## src/rtl/hazard_ctrl_ifid_pkg.sv

```systemverilog
// Shared types and constants for the IF/ID hazard / sequencing controller.
package hazard_pkg;

    // Sequencing states of the front-end controller.
    typedef enum logic [1:0] {
        RUN    = 2'd0,
        LSTALL = 2'd1,
        FLUSH  = 2'd2
    } state_t;

    // x0 is hard-wired to zero, so a write to it never creates a dependency.
    localparam logic [4:0] REG_X0 = 5'd0;

    // Width of the remaining-cycles down-counter.
    localparam int REM_W = 16;

    // The five pipeline control outputs, bundled.
    typedef struct packed {
        logic pc_write;
        logic ifid_write;
        logic if_flush;
        logic idex_bubble;
        logic freeze;
    } ctrl_t;

    // Output patterns, field order: pc_write, ifid_write, if_flush, idex_bubble, freeze.
    localparam ctrl_t CTRL_RUN   = 5'b11000;
    localparam ctrl_t CTRL_STALL = 5'b00010;
    localparam ctrl_t CTRL_FLUSH = 5'b10110;
    localparam ctrl_t CTRL_BUSY  = 5'b00001;
    localparam ctrl_t CTRL_RST   = 5'b00110;

endpackage

```

## src/rtl/hazard_ctrl_ifid_sat_counter.sv

```systemverilog
// Saturating up-counter: stops at all-ones, never wraps.
module sat_counter #(
    parameter int CNT_W = 32
) (
    input  logic             clk,
    input  logic             reset,
    input  logic             clear,
    input  logic             inc,
    output logic [CNT_W-1:0] count
);

    // Count up on inc, hold at all-ones; clear and reset return to zero.
    always_ff @(posedge clk or posedge reset) begin
        if (reset) begin
            count <= '0;
        end else if (clear) begin
            count <= '0;
        end else if (inc && (count != {CNT_W{1'b1}})) begin
            count <= count + {{(CNT_W-1){1'b0}}, 1'b1};
        end
    end

endmodule

```

## src/rtl/hazard_ctrl_ifid.sv

```systemverilog
// Front-end sequencing controller for the PC and IF/ID buffer: load-use
// stalls, taken-branch flushes, data-memory waits, and stall/flush counters.
//
// Handshake-style controls: pc_write and ifid_write are enables sampled by
// the PC and IF/ID registers on the same posedge; when if_flush=1 the IF/ID
// buffer loads a NOP and ifid_write is always 0 so the two never conflict.
module hazard_ctrl_ifid
    import hazard_pkg::*;
#(
    parameter int LOAD_STALL_CYCLES = 1,
    parameter int FLUSH_CYCLES      = 1,
    parameter int CNT_W             = 32
) (
    input  logic             clk,
    input  logic             reset,
    input  logic [4:0]       ifid_rs1,
    input  logic [4:0]       ifid_rs2,
    input  logic             ifid_uses_rs2,
    input  logic             idex_mem_read,
    input  logic [4:0]       idex_rd,
    input  logic             ex_branch_taken,
    input  logic             mem_busy,
    output logic             pc_write,
    output logic             ifid_write,
    output logic             if_flush,
    output logic             idex_bubble,
    output logic             freeze,
    output logic [CNT_W-1:0] stall_cnt,
    output logic [CNT_W-1:0] flush_cnt
);

    localparam logic [REM_W-1:0] REM_ONE    = REM_W'(1);
    localparam logic [REM_W-1:0] LSTALL_REM = REM_W'(LOAD_STALL_CYCLES - 1);
    localparam logic [REM_W-1:0] FLUSH_REM  = REM_W'(FLUSH_CYCLES - 1);

    state_t            state_q, state_d;
    logic [REM_W-1:0]  rem_q, rem_d;
    ctrl_t             ctrl_fsm;
    ctrl_t             ctrl;
    logic              hazard;
    logic              stall_inc;
    logic              flush_inc;

    // Load-use dependency between the ID/EX load and the IF/ID consumer.
    always_comb begin
        hazard = idex_mem_read && (idex_rd != REG_X0) &&
                 ((idex_rd == ifid_rs1) || (ifid_uses_rs2 && (idex_rd == ifid_rs2)));
    end

    // State and remaining-cycle register; reset aborts any stall or flush.
    always_ff @(posedge clk or posedge reset) begin
        if (reset) begin
            state_q <= RUN;
            rem_q   <= '0;
        end else begin
            state_q <= state_d;
            rem_q   <= rem_d;
        end
    end

    // Next-state and control outputs, highest-priority condition first.
    always_comb begin
        state_d  = state_q;
        rem_d    = rem_q;
        ctrl_fsm = CTRL_RUN;
        if (mem_busy) begin
            // Whole pipe holds; sequencing state is frozen too.
            ctrl_fsm = CTRL_BUSY;
        end else if (ex_branch_taken) begin
            // Redirect wins over any pending load stall.
            ctrl_fsm = CTRL_FLUSH;
            if (FLUSH_CYCLES > 1) begin
                state_d = FLUSH;
                rem_d   = FLUSH_REM;
            end else begin
                state_d = RUN;
                rem_d   = '0;
            end
        end else begin
            case (state_q)
                FLUSH: begin
                    ctrl_fsm = CTRL_FLUSH;
                    rem_d    = rem_q - REM_ONE;
                    if (rem_q == REM_ONE) begin
                        state_d = RUN;
                    end
                end
                LSTALL: begin
                    ctrl_fsm = CTRL_STALL;
                    rem_d    = rem_q - REM_ONE;
                    if (rem_q == REM_ONE) begin
                        state_d = RUN;
                    end
                end
                default: begin
                    if (hazard) begin
                        ctrl_fsm = CTRL_STALL;
                        if (LOAD_STALL_CYCLES > 1) begin
                            state_d = LSTALL;
                            rem_d   = LSTALL_REM;
                        end
                    end else begin
                        ctrl_fsm = CTRL_RUN;
                    end
                end
            endcase
        end
    end

    // Reset forces the safe pattern on the outputs immediately.
    always_comb begin
        ctrl = reset ? CTRL_RST : ctrl_fsm;
    end

    assign pc_write    = ctrl.pc_write;
    assign ifid_write  = ctrl.ifid_write;
    assign if_flush    = ctrl.if_flush;
    assign idex_bubble = ctrl.idex_bubble;
    assign freeze      = ctrl.freeze;

    // A stall cycle is one where IF/ID neither advances nor flushes.
    always_comb begin
        stall_inc = !ctrl_fsm.ifid_write && !ctrl_fsm.if_flush;
        flush_inc = ctrl_fsm.if_flush;
    end

    sat_counter #(.CNT_W(CNT_W)) u_stall_cnt (
        .clk   (clk),
        .reset (reset),
        .clear (1'b0),
        .inc   (stall_inc),
        .count (stall_cnt)
    );

    sat_counter #(.CNT_W(CNT_W)) u_flush_cnt (
        .clk   (clk),
        .reset (reset),
        .clear (1'b0),
        .inc   (flush_inc),
        .count (flush_cnt)
    );

endmodule

```

## config.mk

```make
export PLATFORM = sky130hd
export DESIGN_NAME = hazard_ctrl_ifid
export DESIGN_NICKNAME = d
export VERILOG_FILES = /design/src/rtl/hazard_ctrl_ifid_pkg.sv /design/src/rtl/hazard_ctrl_ifid_sat_counter.sv /design/src/rtl/hazard_ctrl_ifid.sv
export SDC_FILE = /design/constraint.sdc
export NUM_CORES = 1
export LEC_CHECK = 0
export CAP_MARGIN = 10
export CORE_UTILIZATION = 52
export DETAILED_ROUTE_END_ITERATION = 12
export GPL_ROUTABILITY_DRIVEN = 0
export GPL_TIMING_DRIVEN = 0
export PLACE_DENSITY = 0.86
export SLEW_MARGIN = 20
export SYNTH_ARGS = -nofsm -noshare
export SYNTH_HDL_FRONTEND = slang
export SYNTH_SLANG_ARGS = --single-unit
```

## constraint.sdc

```tcl
create_clock -name clk -period 4.89 [get_ports clk]
set_clock_uncertainty 0.05 [all_clocks]
set_input_delay 0.978 -clock clk [delete_from_list [all_inputs] [get_ports clk]]
set_output_delay 0.978 -clock clk [all_outputs]
set_load 0.02 [all_outputs]
```

Figure 1. Power grid.
(4 px per µm) Pins as bars on the die edge. Tap cells in gray.
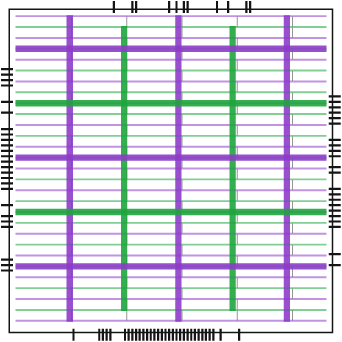
| color | net |
|---|---|
| purple | VSS |
| green | VDD |
met1 rails: 29
met5 straps: 5
signal pins: 90
met4 straps: 5
die y size: 80.4 µm
Peak VDD IR: 0.388 mV
Die Width: 80.4 µm
core footprint: 5920 µm²

Figure 2. Wiring by layer.
(4 px per µm)
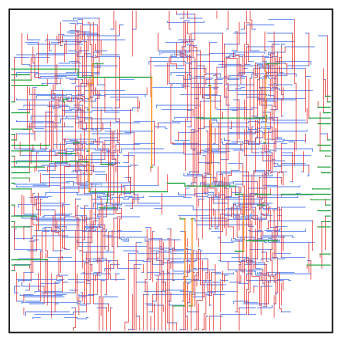
| color | layer | wire length |
|---|---|---|
| green | M3 | 319 µm |
| red | M2 | 3,770 µm |
| blue | M1 | 3,360 µm |
| orange | M4 | 158 µm |
Routed WL per cell: 15.8 µm
routed wire length: 7610 µm
via count: 2,657
Tot GR Track Use: 0.259

Figure 3. Clock nets.
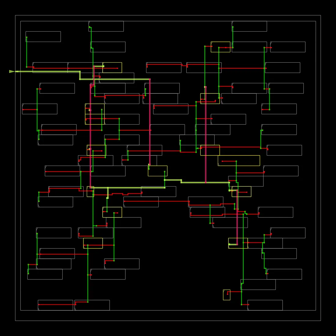
CTS buffer count: 9
flop count: 64

Figure 4. Metal 2.
(3 px per µm)
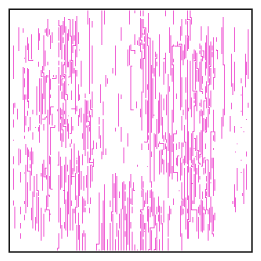
longest straight run: 48.1 µm
wire length on this layer: 3,770 µm
main direction: vertical
nets with wire on the layer: 383

Figure 5. The metal 3 layer.
(3 px per µm)
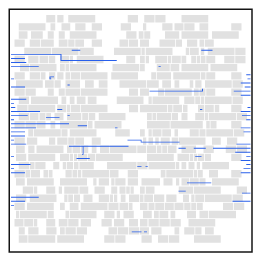
nets with wire on the layer: 59
main direction: horizontal
share of all routed wire: 4.2%
longest straight run: 19.5 µm
GR Layer Usage met3: 0.0545

==> impl_metrics.yaml <==
# generated from flow reports
synth:
  synth_area_um2: 3200
  ys_sh_adder: 0.00782
  ys_sh_xor: 0.197
  logic_family: "simple AND/OR/NAND/NOR gates"
  yosys.area_share.aoi: 0.0137
  synth_nets: 325
  syn-mean-instance-area_um2: 10.6
  synthDistinctLibCells: 36
  synth.area.mux_share: 0.00704
  common_cells: "64 x dfrtp_1, 44 x xnor2_1, 31 x nand3_1"
  ys_sh_simple: 0.250
  synthTopCellsByArea: "dfrtp_1 50%, xnor2_1 12%, xor2_1 7.7%"
  postSynthSeqShare: 0.501
  top_cell_area_share: 0.501
  synth_flops: 64
  ys_async_sr_fraction: 1.00
floorplan:
  tap_cells: 75
  chip_area_um2: 6470
detailed_routing:
  drtIter0Drc: 147
  post-route-drc-count: 0
  maxUsedRoutingLayer: "met4"
  route.met2.wl_um: 3770
  route.met3.wl_um: 318
  vias_per_cell: 5.51
  drt-met1-wl_um: 3360
cells_and_area:
  register_area_um2: 1600
  nClkBuffers: 12
  final_cells: 482
  layout.area.comb_um2: 1520
  drive_above_1_share: 0.0663
  buffers: 95
  final_cell_area_um2: 4420
  nets: 426
  top_regs: "u_flush_cnt.count: 32 flops, u_stall_cnt.count: 32 flops"
  logic_gates: 223
  n_all_inverters: 10
  layout_top_cell: "clkdlybuf4s50_1"
  area_growth_pct: 38.1
  sh_seq_area: 0.363
  n_fill_cell: 419
worst_setup_path:
  regToRegEndpoint: "u_stall_cnt.count[1]"
  end_kind: "output pin"
  critPathSlowestCell: "o31ai_1"
  critPathRequiredTime_ns: 3.86
  r2r-start: "u_stall_cnt.count[13]"
  critical_path.startpoint: "idex_rd[4]"
  crit_top_cell: "clkdlybuf4s50_1"
  cp-start-kind: "input pin"
  r2r_slack_ns: 2.36
  crit_fanout: 6
  cp.depth: 7
  worstPathCellList: "clkdlybuf4s50_1 > xnor2_1 > nand3_1 > o22a_1 > o31ai_1 > nor2_1 > clkdlybuf4s50_1"
clocking:
  cts_sinks: 64
  cts_tree: "yes"
  clkLatencyLatePin_ns: 0.34
  htreeDepth: 3
  post_cts_resized: 0
  cts_hold_buf: 0
  cts_buffer_depth: 2
power_and_ir_drop:
  powerDensity_nw_per_um2: 323
  seq-power_w: 0.000647
  total_power_w: 0.00143
  switchingPower_w: 0.000421
  pg_comb_w: 0.000306
  p_int_w: 0.00101
  seqPwrFrac: 0.454
sta:
  fin_ws_ns: 0.503
  rsz0062_at_grt: "false"
  maxSlewHeadroom: 0.452
  slew_violations: 0
  whs_ns: 0.444
  finalCriticalPeriod_ns: 4.39
  fin_crit_sh: 0.897
  fin_tns_setup_ns: 0
job:
  warnings: 26
  maxCapViolCount: 0
placed_design:
  port_buffers: 89
  dp_cells: 467
  place_area_um2: 4210
outcome:
  status: "complete, no violations"
hold_path:
  min_from: "u_stall_cnt.count[22]"
  whs_path_depth: 1
grt:
  overflow: 0
  grt_pass1_wl_um: 12600
  grt_max_degree: 52
